run_1/io_fan.png
Scale: 12 px per um.
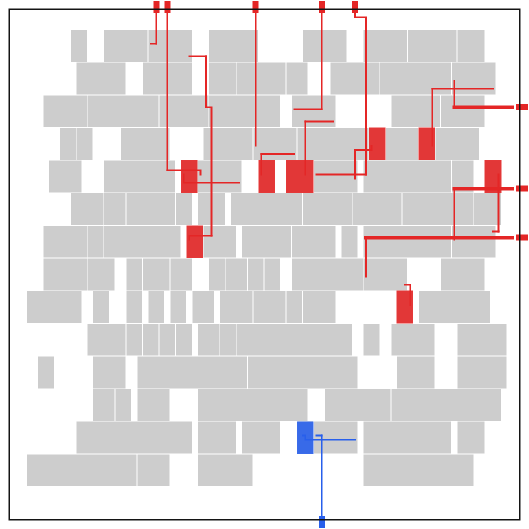
run_1/clk_routes.png
Scale: 6 px per um.
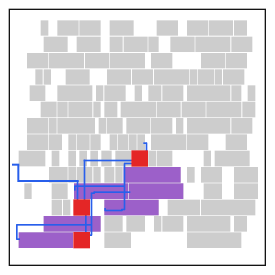
run_1/layer_met2.png
Scale: 12 px per um.
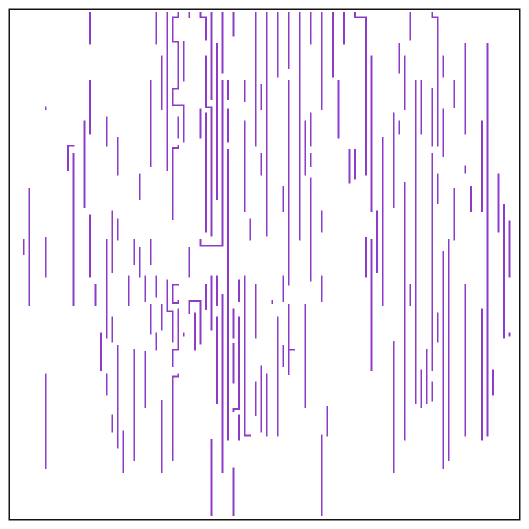
### config.mk
export PLATFORM = sky130hd
export DESIGN_NAME = uart_tx_arbiter
export DESIGN_NICKNAME = d
export VERILOG_FILES = /design/src/rtl/uart_tx_arbiter.sv
export SDC_FILE = /design/constraint.sdc
export NUM_CORES = 1
export LEC_CHECK = 0
export ABC_AREA = 1
export CORE_MARGIN = 1
export CORE_UTILIZATION = 29
export DETAILED_ROUTE_END_ITERATION = 7
export PLACE_DENSITY_LB_ADDON = 0.2
export SLEW_MARGIN = 20
export SYNTH_ARGS = -nofsm -noshare
export SYNTH_HDL_FRONTEND = slang
export SYNTH_SLANG_ARGS = --single-unit
export TNS_END_PERCENT = 30
### constraint.sdc
create_clock -name clk -period 1 [get_ports clk]
set_input_delay 0.1 -clock clk [delete_from_list [all_inputs] [get_ports clk]]
set_output_delay 0.1 -clock clk [all_outputs]
set_load 0.01 [all_outputs]
### src/rtl/uart_tx_arbiter.sv
// uart_tx_arbiter: two-requester, frame-granular arbiter in front of a UART
// monitor transmit port. A requester keeps the stream from its first byte
// until the handshake of its last byte, so frames are never interleaved.
// When both requesters wait in IDLE, the one not served by the most recent
// frame wins; after reset requester A is favoured.
// Optional feature: define UART_ARB_TIMEOUT_EN to enable the stall watchdog
// that force-releases an owner whose valid stays low for TIMEOUT_CYCLES.
module uart_tx_arbiter #(
    parameter int TIMEOUT_CYCLES = 50000
) (
    input  logic       clk,
    input  logic       rst,
    input  logic [7:0] a_data,
    input  logic       a_valid,
    input  logic       a_last,
    output logic       a_ready,
    input  logic [7:0] b_data,
    input  logic       b_valid,
    input  logic       b_last,
    output logic       b_ready,
    output logic [7:0] tx_data,
    output logic       tx_valid,
    input  logic       tx_ready,
    output logic [1:0] grant,
    output logic       timeout_err
);

    typedef enum logic {
        IDLE  = 1'b0,
        OWNED = 1'b1
    } state_t;

    localparam logic OWN_A = 1'b0;
    localparam logic OWN_B = 1'b1;

    state_t     state_q;
    logic       owner_q;        // current owner, meaningful only in OWNED
    logic       prio_b_q;       // 1: B wins a tie in IDLE, 0: A wins
    logic       armed_q;        // low for the first edge after reset
    logic       timeout_err_q;
    logic [1:0] grant_q;

    logic       own_valid_s;
    logic       own_last_s;
    logic       frame_end_s;
    logic       pick_b_s;
    logic       stall_expire_s;

    // Route the current owner's valid/last to the handshake logic
    always_comb begin
        own_valid_s = 1'b0;
        own_last_s  = 1'b0;
        if (owner_q == OWN_B) begin
            own_valid_s = b_valid;
            own_last_s  = b_last;
        end else begin
            own_valid_s = a_valid;
            own_last_s  = a_last;
        end
    end

    assign frame_end_s = (state_q == OWNED) && own_valid_s && tx_ready && own_last_s;
    assign pick_b_s    = b_valid && (!a_valid || prio_b_q);

    // Pass the granted requester through to the transmit port; grant_q is
    // the registered owner, so the mux adds no latency to byte transfer
    always_comb begin
        tx_data  = 8'h00;
        tx_valid = 1'b0;
        a_ready  = 1'b0;
        b_ready  = 1'b0;
        case (grant_q)
            2'b01: begin
                tx_data  = a_data;
                tx_valid = a_valid;
                a_ready  = tx_ready;
            end
            2'b10: begin
                tx_data  = b_data;
                tx_valid = b_valid;
                b_ready  = tx_ready;
            end
            default: begin
                tx_data  = 8'h00;
                tx_valid = 1'b0;
            end
        endcase
    end

`ifdef UART_ARB_TIMEOUT_EN
    localparam int CNT_W = $clog2(TIMEOUT_CYCLES);
    localparam logic [CNT_W-1:0] CNT_LAST = CNT_W'(TIMEOUT_CYCLES - 1);

    logic [CNT_W-1:0] stall_cnt_q;
    logic [CNT_W-1:0] stall_cnt_d;
    logic             stall_s;

    assign stall_s        = (state_q == OWNED) && !own_valid_s;
    assign stall_expire_s = stall_s && (stall_cnt_q == CNT_LAST);

    // Count consecutive owner-idle cycles; any owner valid or IDLE clears it
    always_comb begin
        stall_cnt_d = '0;
        if (stall_s && !stall_expire_s) begin
            stall_cnt_d = stall_cnt_q + CNT_W'(1);
        end else begin
            stall_cnt_d = '0;
        end
    end

    // Stall counter register
    always_ff @(posedge clk or posedge rst) begin
        if (rst) begin
            stall_cnt_q <= '0;
        end else begin
            stall_cnt_q <= stall_cnt_d;
        end
    end
`else
    assign stall_expire_s = 1'b0;
`endif

    // Arbitration FSM: grant on a request in IDLE, release on last handshake
    // or watchdog expiry, and remember which side should win the next tie
    always_ff @(posedge clk or posedge rst) begin
        if (rst) begin
            state_q       <= IDLE;
            owner_q       <= OWN_A;
            prio_b_q      <= 1'b0;
            armed_q       <= 1'b0;
            grant_q       <= 2'b00;
            timeout_err_q <= 1'b0;
        end else begin
            armed_q       <= 1'b1;
            timeout_err_q <= stall_expire_s;
            case (state_q)
                IDLE: begin
                    if (armed_q && (a_valid || b_valid)) begin
                        state_q <= OWNED;
                        owner_q <= pick_b_s;
                        grant_q <= pick_b_s ? 2'b10 : 2'b01;
                    end else begin
                        grant_q <= 2'b00;
                    end
                end
                OWNED: begin
                    if (frame_end_s || stall_expire_s) begin
                        state_q  <= IDLE;
                        grant_q  <= 2'b00;
                        prio_b_q <= (owner_q == OWN_A);
                    end else begin
                        grant_q <= (owner_q == OWN_B) ? 2'b10 : 2'b01;
                    end
                end
                default: begin
                    state_q <= IDLE;
                    grant_q <= 2'b00;
                end
            endcase
        end
    end

    assign grant       = grant_q;
    assign timeout_err = timeout_err_q;

endmodule

==> reports/summary.txt, run 1 <==
Clock distribution area overhead in the final layout: 0.02220
Comb area: 452.9 um2
Outcome: complete, but fails checks
Peak fanout along the critical path: 10
Die span in x: 42.44 um
Logic share of the area: 0.3827
Top Usage Layer GRT: met2
Global-route wire length before repair: 2277 um
Maximum vdd drop: 1.984 mV
Path type of the worst min-delay path: in -> async
Area share of and/or/nand/nor cells after synthesis: 0.3245
Clock input transition at the sequential cells of the worst setup and hold paths: 0.05 ns
Dominant power group: combinational logic
Drt first-iter violations: 11
CP top delay family: flip-flops
RSZ-0062 raised after global routing: yes
Final weighted congestion in routability-driven placement: 0.8496
Top non-seq family: simple AND/OR/NAND/NOR gates
Cell type with the largest total area after synthesis: dfrtp_1
Worst Setup Start Kind: flop
Routed wl met2: 929 um
Highest Signal Layer: met4
Antenna violations before repair: 0
Nonclk buf count: 47
Relative contribution of combinational cells to total power: 0.776
Seq. cell area: 152.6 um2
Wire per inst: 12.38 um
Count of cells resized by post-cts repair: 57
TritonCTS Sinks: 6
Length of routed met3 wiring: 98 um
Drt pass-1 iters: 3
Post-synthesis instance area: 474.2 um2
Post-layout worst setup margin: -0.4995 ns
Final worst path period share: 1.499
Inverters, non-clock: 10
Share of synthesized area spent on multiplexers: 0
Met1 usage in global routing: 0.1772
Worst setup startpoint: grant[1]
Worst path arrival time: 1.40 ns
Cell count listed in synth_stat.txt: 74
CTS HTree Levels: 1
Fraction of area in registers: 0.1290
AO/OA Area Share: 0.1636
Count of endpoints failing hold in the final timing report: 0
Sum of net half-perimeters after detailed placement: 1227 um
Residual DRC count: 0
Area Growth Syn to Fin: 149.6%
CTS tree: built
Antenna cell count: 0
Clkbuf count: 4
Switching power: 1.445 mW
Number of library cell types mapped by synthesis: 17
Post-Layout Inst Area: 1184 um2
Worst R2R Path Depth: 5
N_taps: 16
Required time at the endpoint of the critical path: 0.90 ns
Flip-flops with a built-in enable: 0
Worst hold slack: 0.06200 ns
Number of routed nets with antenna violations: 0
Worst R2R End: prio_b_q
Final setup violation count: 13
Number of inserted filler cells in the final layout: 103
Vias per std cell: 4.686
Ys flops: 6
Largest net degree at the start of global routing: 11
Buffer count from post-CTS setup fixing: 2
Combinational cell power: 2.56 mW
Commonest cells in the synthesized netlist: 30 x nand2_1, 10 x a21oi_1, 9 x inv_1
Most frequent logic cell in the layout: clkdlybuf4s50_1
Met2 track demand over resource in global routing: 0.3015
Slowest-stage cell, CP: dfrtp_2
Static Leak: 0.5647 nW
Sequential Power Share: 0.149
Main area contributors after synthesis: dfrtp_1 32%, nand2_1 24%, a21oi_1 11%
Most used DFF post-synth: dfrtp_1
Num rows: 14
Proportion of register bits with asynchronous set or reset after synthesis: 1.000
Post-synthesis share of cell area spent on full adders, half adders and majority gates: 0.05277
Clock network fraction of design power: 0.075
Critical path destination: tx_data[2]
Tool warning count: 30
Cells after synthesis: 74
F_max: 666.9 MHz
Flip-flops: 6
Quantity of hold-fixing buffers added after cts: 0
Overall die height: 42.44 um
DP Worst Slack: -0.6483 ns
Worst setup slack for register-to-register paths: 0.06 ns
Maximum cell stage delay along the critical path: 0.43 ns
Clock root buffer master: clkbuf_4
Shortest clock period the worst path allows after layout: 1.499 ns
Final non-clock buffer share: 0.4165
Number of buffers and inverters on the critical path: 3
Placed cell areas: 996.0 um2
Floorplan-stage core utilization: 0.3112
Area share of the leading cell type in the synthesized netlist: 0.3166
Core outline area: 1524 um2
Yosys top cell by instances: nand2_1
Syn Nets: 99
Worst path depth: 6
Total routing resource utilization after global routing: 0.1689
Failing checks: negative setup slack
Summed standard-cell area reported by yosys: 474.2 um2
Latest clock arrival within the worst-skew pair: 0.25 ns
Maximum buffer depth of the clock tree: 2
Utilization after layout: 0.7767
Ratio of cells with drive above 1 in the final layout: 0.5041
Internal: 1.858 mW
Total power density per cell area: 2790 nW/um2
Cell-by-cell listing of the critical path: inv_2 -> ha_4 -> buf_12 -> nand2_1 -> a21oi_4 -> buf_6
Number of global-route vias before repair: 567
MI comb cells: 54
Most numerous logic cells after layout: 19 x clkdlybuf4s50_1, 17 x nand2_1, 10 x buf_6, 9 x a21oi_4, 8 x nand2_2
Synthesis Warnings: 0
Xor/xnor cell area share of the yosys netlist: 0
Non-filler instance count after layout: 137
Total congestion overflow: 0
Die area: 1801 um2
Met1 wire length: 643 um
Cell count after placement: 127
Top class by area: buffers
Portion of the post-synthesis area used by sequential elements: 0.3166
Final Slew Violations: 0
Seq group: 0.491 mW
-- io_fan.png (at the start) --
blue -> `rst`  # bits 1, direction input, edge bottom, end cells 1, buffers 1, wire 11.8 um
red -> `a_data`  # bits 8, direction input, edge 5 top, 3 right, end cells 8, buffers 8, wire 148 um
port bufs: 35
I/O pin total: 37

-- clk_routes.png (at the start) --
blue -> clock wires  # length 99.3 um
red -> clock drivers  # count 3
purple -> flip-flops  # count 6
routed clock nets = 4
Setup Skew: 0.007827 ns
Clock group: 0.249 mW

-- layer_met2.png (at the start) --
nets with wire on the layer = 128
wire length on this layer = 930 um
Detailed Route WL: 1696 um
vias after detailed routing: 642

==> run 2: changes to the inputs <==
Settings changed: CORE_UTILIZATION 29 to 32.
Clock period 1 ns to 1.4 ns, I/O delays scaled along.
==> run 2 against run 1 <==
Net effect:
- the flow still finishes with violations (negative setup slack)
- synthesized cell count unchanged
- sequential power decreased by 33%
- critical path depth decreased by 2
- clock power decreased by 37%
- routed wire length decreased by 20%
- highest routed layer unchanged
==> reports/summary.txt, run 2 <==
Outcome: complete, but fails checks
Failing checks: negative setup slack
Ratio of cells with drive above 1 in the final layout: 0.3613 (-0.1428)
Count of cells resized by post-cts repair: 56 (-1.8%)
Seq. cell area: 150.1 um2 (-1.6%)
Tool warning count: 29 (-3.3%)
Commonest cells in the synthesized netlist: 30 x nand2_1, 10 x a21oi_1, 9 x inv_1
Cell count listed in synth_stat.txt: 74 (unchanged)
Antenna violations before repair: 0 (unchanged)
Num rows: 13 (-1)
Dominant power group: combinational logic
Number of buffers and inverters on the critical path: 2 (-1)
Highest Signal Layer: met4
Flip-flops with a built-in enable: 0 (unchanged)
Count of endpoints failing hold in the final timing report: 0 (unchanged)
Global-route wire length before repair: 1966 um (-14%)
Proportion of register bits with asynchronous set or reset after synthesis: 1.000 (unchanged)
Total routing resource utilization after global routing: 0.1895 (+0.02061)
Path type of the worst min-delay path: in -> async
Area Growth Syn to Fin: 98.15%
Required time at the endpoint of the critical path: 1.26 ns (+0.36 ns)
Maximum cell stage delay along the critical path: 0.40 ns (-0.03 ns)
Post-synthesis instance area: 474.2 um2 (unchanged)
Worst R2R End: state_q
Buffer count from post-CTS setup fixing: 1 (-1)
Internal: 0.9448 mW (-49%)
Number of inserted filler cells in the final layout: 117 (+14%)
Flip-flops: 6 (unchanged)
Worst Setup Start Kind: flop
Cells after synthesis: 74 (unchanged)
Critical path destination: tx_data[5]
Comb area: 311.5 um2 (-31%)
Routed wl met2: 681 um (-27%)
Summed standard-cell area reported by yosys: 474.2 um2 (unchanged)
Maximum buffer depth of the clock tree: 2 (unchanged)
Worst setup startpoint: grant[1]
Worst R2R Path Depth: 5 (unchanged)
Final setup violation count: 10 (-3)
Top Usage Layer GRT: met2
Cell-by-cell listing of the critical path: buf_6 -> ha_4 -> a21oi_1 -> buf_2
Number of clock buffers inserted by TritonCTS: 3
Top non-seq family: simple AND/OR/NAND/NOR gates
Sw frac: 0.4251
Average instance area after synthesis: 6.408 um2
Area share of the leading cell type in the synthesized netlist: 0.3166 (unchanged)
Clock network fraction of design power: 0.096 (+0.021)
Utilization after layout: 0.7045 (-0.07218)
DP Worst Slack: -0.2533 ns (+0.3950 ns)
Share of synthesized area spent on multiplexers: 0 (unchanged)
Vias per std cell: 4.485 (-4.3%)
Final non-clock buffer share: 0.4234 (+0.006947)
Quantity of hold-fixing buffers added after cts: 0 (unchanged)
Met1 wire length: 578 um (-10%)
Portion of the post-synthesis area used by sequential elements: 0.3166 (unchanged)
Final Slew Violations: 0 (unchanged)
CTS tree: built
Worst setup path class: reg -> out
Xor/xnor cell area share of the yosys netlist: 0 (unchanged)
Met1 usage in global routing: 0.2200 (+0.04275)
Most frequent logic cell in the layout: nand2_1
Antenna cell count: 0 (unchanged)
Nonclk buf count: 46 (-2.1%)
Worst setup slack for register-to-register paths: 0.46 ns (+0.40 ns)
Number of library cell types mapped by synthesis: 17 (unchanged)
Final worst path period share: 1.038
Drt pass-1 iters: 4 (+1)
RSZ-0062 raised after global routing: yes
Post-Layout Inst Area: 939.7 um2 (-21%)
Core outline area: 1334 um2 (-12%)
Most used DFF post-synth: dfrtp_1
Sequential Power Share: 0.201 (+0.052)
Relative contribution of combinational cells to total power: 0.703 (-0.073)
Floorplan-stage core utilization: 0.3555 (+0.04437)
Worst path arrival time: 1.31 ns (-0.09 ns)
I/O pin total: 37 (unchanged)
Area share of and/or/nand/nor cells after synthesis: 0.3245 (unchanged)
Syn Nets: 99 (unchanged)
Overall die height: 40.50 um (-4.6%)
Max-cap check violation count: 0
Switching power: 0.6987 mW (-52%)
Worst hold slack: 0.1163 ns (+0.05429 ns)
Worst path depth: 4 (-2)
Largest net degree at the start of global routing: 10 (-1)
Placed cell areas: 889.6 um2 (-11%)
Worst Setup End Kind: primary output
Drt first-iter violations: 5 (-6)
Die area: 1640 um2 (-8.9%)
Non-filler instance count after layout: 134 (-2.2%)
Post-synthesis share of cell area spent on full adders, half adders and majority gates: 0.05277 (unchanged)
Slowest-stage cell, CP: dfrtp_1
Setup Skew: 0.002034 ns (-0.005793 ns)
MI comb cells: 54 (unchanged)
Fraction of area in registers: 0.1598 (+0.03082)
Logic share of the area: 0.3316 (-0.05110)
Final weighted congestion in routability-driven placement: 0.7160 (-16%)
Synthesis Warnings: 0 (unchanged)
Ys flops: 6 (unchanged)
Clock root buffer master: clkbuf_4
Top class by area: buffers
Most numerous logic cells after layout: 27 x nand2_1, 22 x clkdlybuf4s50_1, 10 x buf_2, 8 x buf_4, 7 x inv_1
Number of routed nets with antenna violations: 0 (unchanged)
Number of global-route vias before repair: 480 (-15%)
Seq group: 0.330 mW (-33%)
Shortest clock period the worst path allows after layout: 1.453 ns
Length of routed met3 wiring: 81 um (-17%)
AO/OA Area Share: 0.1636 (unchanged)
Combinational cell power: 1.16 mW (-55%)
F_max: 688.4 MHz
Total power density per cell area: 1749 nW/um2 (-37%)
Clock input transition at the sequential cells of the worst setup and hold paths: 0.04 ns (about the same)
Cell type with the largest total area after synthesis: dfrtp_1
Inverters, non-clock: 10 (unchanged)
CTS HTree Levels: 1 (unchanged)
Post-layout worst setup margin: -0.05264 ns (+0.4468 ns)
Maximum vdd drop: 1.057 mV (-47%)
Total Power Consumption: 1.643 mW
Port bufs: 35 (unchanged)
Wire per inst: 10.16 um (-18%)
Main area contributors after synthesis: dfrtp_1 32%, nand2_1 24%, a21oi_1 11%
Cell count after placement: 129 (+1.6%)
CP top delay family: flip-flops
Yosys top cell by instances: nand2_1
Die span in x: 40.50 um (-4.6%)
TritonCTS Sinks: 6 (unchanged)
Clkbuf count: 3 (-1)
Residual DRC count: 0 (unchanged)
Clock group: 0.157 mW (-37%)
Clock distribution area overhead in the final layout: 0.02397 (+0.001769)
Latest clock arrival within the worst-skew pair: 0.24 ns (about the same)
Peak fanout along the critical path: 9 (-1)
Total congestion overflow: 0 (unchanged)
Static Leak: 0.4667 nW (-17%)
Sum of net half-perimeters after detailed placement: 1076 um (-12%)
N_taps: 15 (-1)
run_2/layer_met2.png
Scale: 12 px per um.
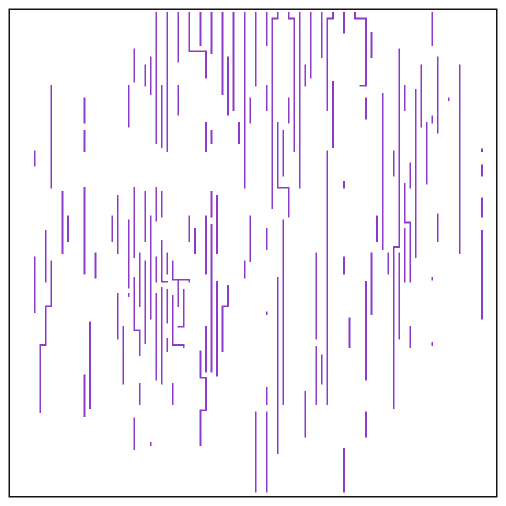
Detailed Route WL: 1362 um
vias after detailed routing: 601
met2 track demand over resource in global routing: 0.3016

run_2/io_fan.png
Scale: 12 px per um.
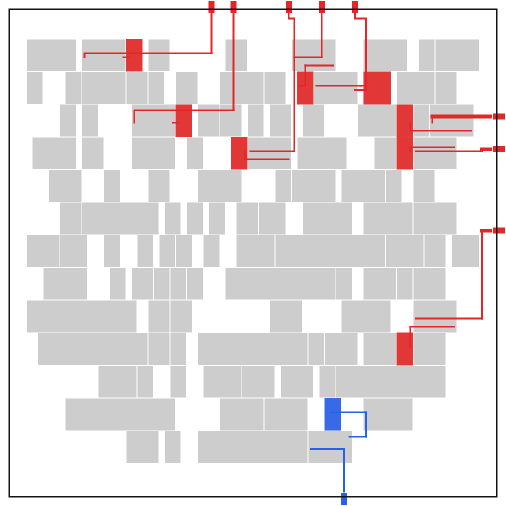
red -> `a_data`  # bits 8, direction input, edge 5 top, 3 right, end cells 8, buffers 8, wire 116 um
blue -> `rst`  # bits 1, direction input, edge bottom, end cells 1, buffers 1, wire 12.7 um

==> run 3: changes to the inputs <==
Settings changed: CELL_PAD_IN_SITES_DETAIL_PLACEMENT set to 1, CELL_PAD_IN_SITES_GLOBAL_PLACEMENT set to 2, CORE_ASPECT_RATIO set to 0.7, CORE_UTILIZATION 32 to 14.
==> run 3 against run 2 <==
Net effect:
- the run still ends with negative setup slack left
- global-route usage is 8.6 points lower
- highest routed layer unchanged
- first-iteration DRC count went up to 4.8 times the previous value
- non-clock buffer count stayed put
- clock power is 65% higher
- total power is 7.6% higher
- routed wire length is 26% higher
- critical endpoint unchanged
- largest power group unchanged
- cell count is 17% higher
- die size is 120% higher
- final area is 4.7% higher
- count of clock-buffer cells in the layout stayed put
- sequential power is 2% lower
- critical path type unchanged
==> reports/summary.txt, run 3 <==
Number of clock buffers inserted by TritonCTS: 3 (unchanged)
Vias after detailed routing: 625 (+4.0%)
Final Slew Violations: 0 (unchanged)
Static Leak: 0.4734 nW (+1.4%)
Internal: 1.025 mW (+8.5%)
Final setup violation count: 9 (-1)
Clock network fraction of design power: 0.147 (+0.051)
Share of synthesized area spent on multiplexers: 0 (unchanged)
Most frequent logic cell in the layout: nand2_1
Post-synthesis instance area: 474.2 um2 (unchanged)
Cell-by-cell listing of the critical path: buf_4 -> ha_4 -> buf_6 -> nand2_1 -> a21oi_2 -> buf_2
Area share of the leading cell type in the synthesized netlist: 0.3166 (unchanged)
Worst hold slack: 0.1383 ns (+0.02204 ns)
Maximum buffer depth of the clock tree: 2 (unchanged)
Length of routed met3 wiring: 71 um (-12%)
Outcome: complete, but fails checks
Logic share of the area: 0.3232 (-0.008403)
Proportion of register bits with asynchronous set or reset after synthesis: 1.000 (unchanged)
Worst Setup Start Kind: flop
Drt pass-1 iters: 3 (-1)
Average instance area after synthesis: 6.408 um2 (unchanged)
Total Power Consumption: 1.768 mW (+7.6%)
Highest Signal Layer: met4
Num rows: 17 (+4)
Most numerous logic cells after layout: 26 x nand2_1, 22 x clkdlybuf4s50_1, 11 x buf_2, 9 x buf_4, 7 x inv_1
Sum of net half-perimeters after detailed placement: 1397 um (+30%)
Worst R2R End: grant[1]
CTS tree: built
Ys flops: 6 (unchanged)
Wire per inst: 10.97 um (+7.9%)
Worst setup path class: reg -> out
Yosys top cell by instances: nand2_1
Placed cell areas: 925.9 um2 (+4.1%)
Clock group: 0.259 mW (+65%)
Top class by area: buffers
Ratio of cells with drive above 1 in the final layout: 0.3782 (+0.01681)
Die area: 3628 um2 (+120%)
Failing checks: negative setup slack
Switching power: 0.7429 mW (+6.3%)
AO/OA Area Share: 0.1636 (unchanged)
Quantity of hold-fixing buffers added after cts: 0 (unchanged)
Final non-clock buffer share: 0.3944 (-0.02903)
Number of global-route vias before repair: 611 (+27%)
Routed wl met2: 887 um (+30%)
Cell count after placement: 153 (+19%)
Xor/xnor cell area share of the yosys netlist: 0 (unchanged)
Worst R2R Path Depth: 5 (unchanged)
Post-layout worst setup margin: -0.03445 ns (+0.01818 ns)
I/O pin total: 37 (unchanged)
CTS HTree Levels: 1 (unchanged)
Flip-flops with a built-in enable: 0 (unchanged)
Worst path arrival time: 1.29 ns (-0.02 ns)
Total power density per cell area: 1797 nW/um2 (+2.8%)
Number of buffers and inverters on the critical path: 3 (+1)
Total routing resource utilization after global routing: 0.1038 (-0.08572)
Seq. cell area: 150.1 um2 (unchanged)
Total congestion overflow: 0 (unchanged)
Met1 usage in global routing: 0.1162 (-0.1038)
Tool warning count: 29 (unchanged)
Cell count listed in synth_stat.txt: 74 (unchanged)
Setup Skew: 0.0003618 ns (-0.001672 ns)
Clock input transition at the sequential cells of the worst setup and hold paths: 0.04 ns (about the same)
Sw frac: 0.4203 (-0.004821)
Post-Layout Inst Area: 983.4 um2 (+4.7%)
Summed standard-cell area reported by yosys: 474.2 um2 (unchanged)
Top Usage Layer GRT: met2
Critical path destination: tx_data[5]
Detailed Route WL: 1722 um (+26%)
Clock root buffer master: clkbuf_8
Latest clock arrival within the worst-skew pair: 0.22 ns (-0.02 ns)
N_taps: 38 (+23)
run_3/placement_by_type.png
Scale: 4 px per um.
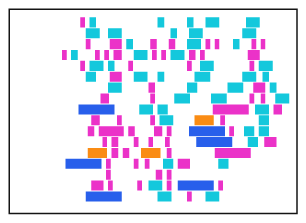
cyan -> other buffers and delay cells  # cells 46
blue -> flops  # cells 6
orange -> clock drivers  # cells 3
magenta -> combinational and other logic  # cells 64
fraction of area in registers: 0.1527
core outline area: 3191 um2
utilization after layout: 0.3082

run_3/io_fan.png
Scale: 6 px per um.
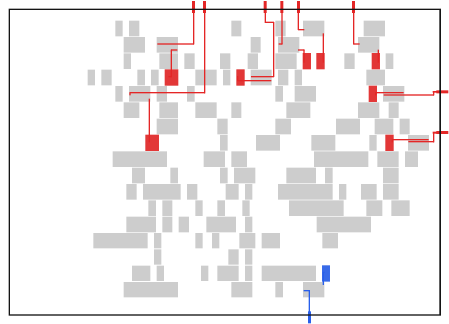
blue -> `rst`  # bits 1, direction input, edge bottom, end cells 1, buffers 1, wire 6.70 um
red -> `a_data`  # bits 8, direction input, edge 6 top, 2 right, end cells 8, buffers 8, wire 126 um

Power figures rest on the tool's default switching activity, not on a simulated workload.
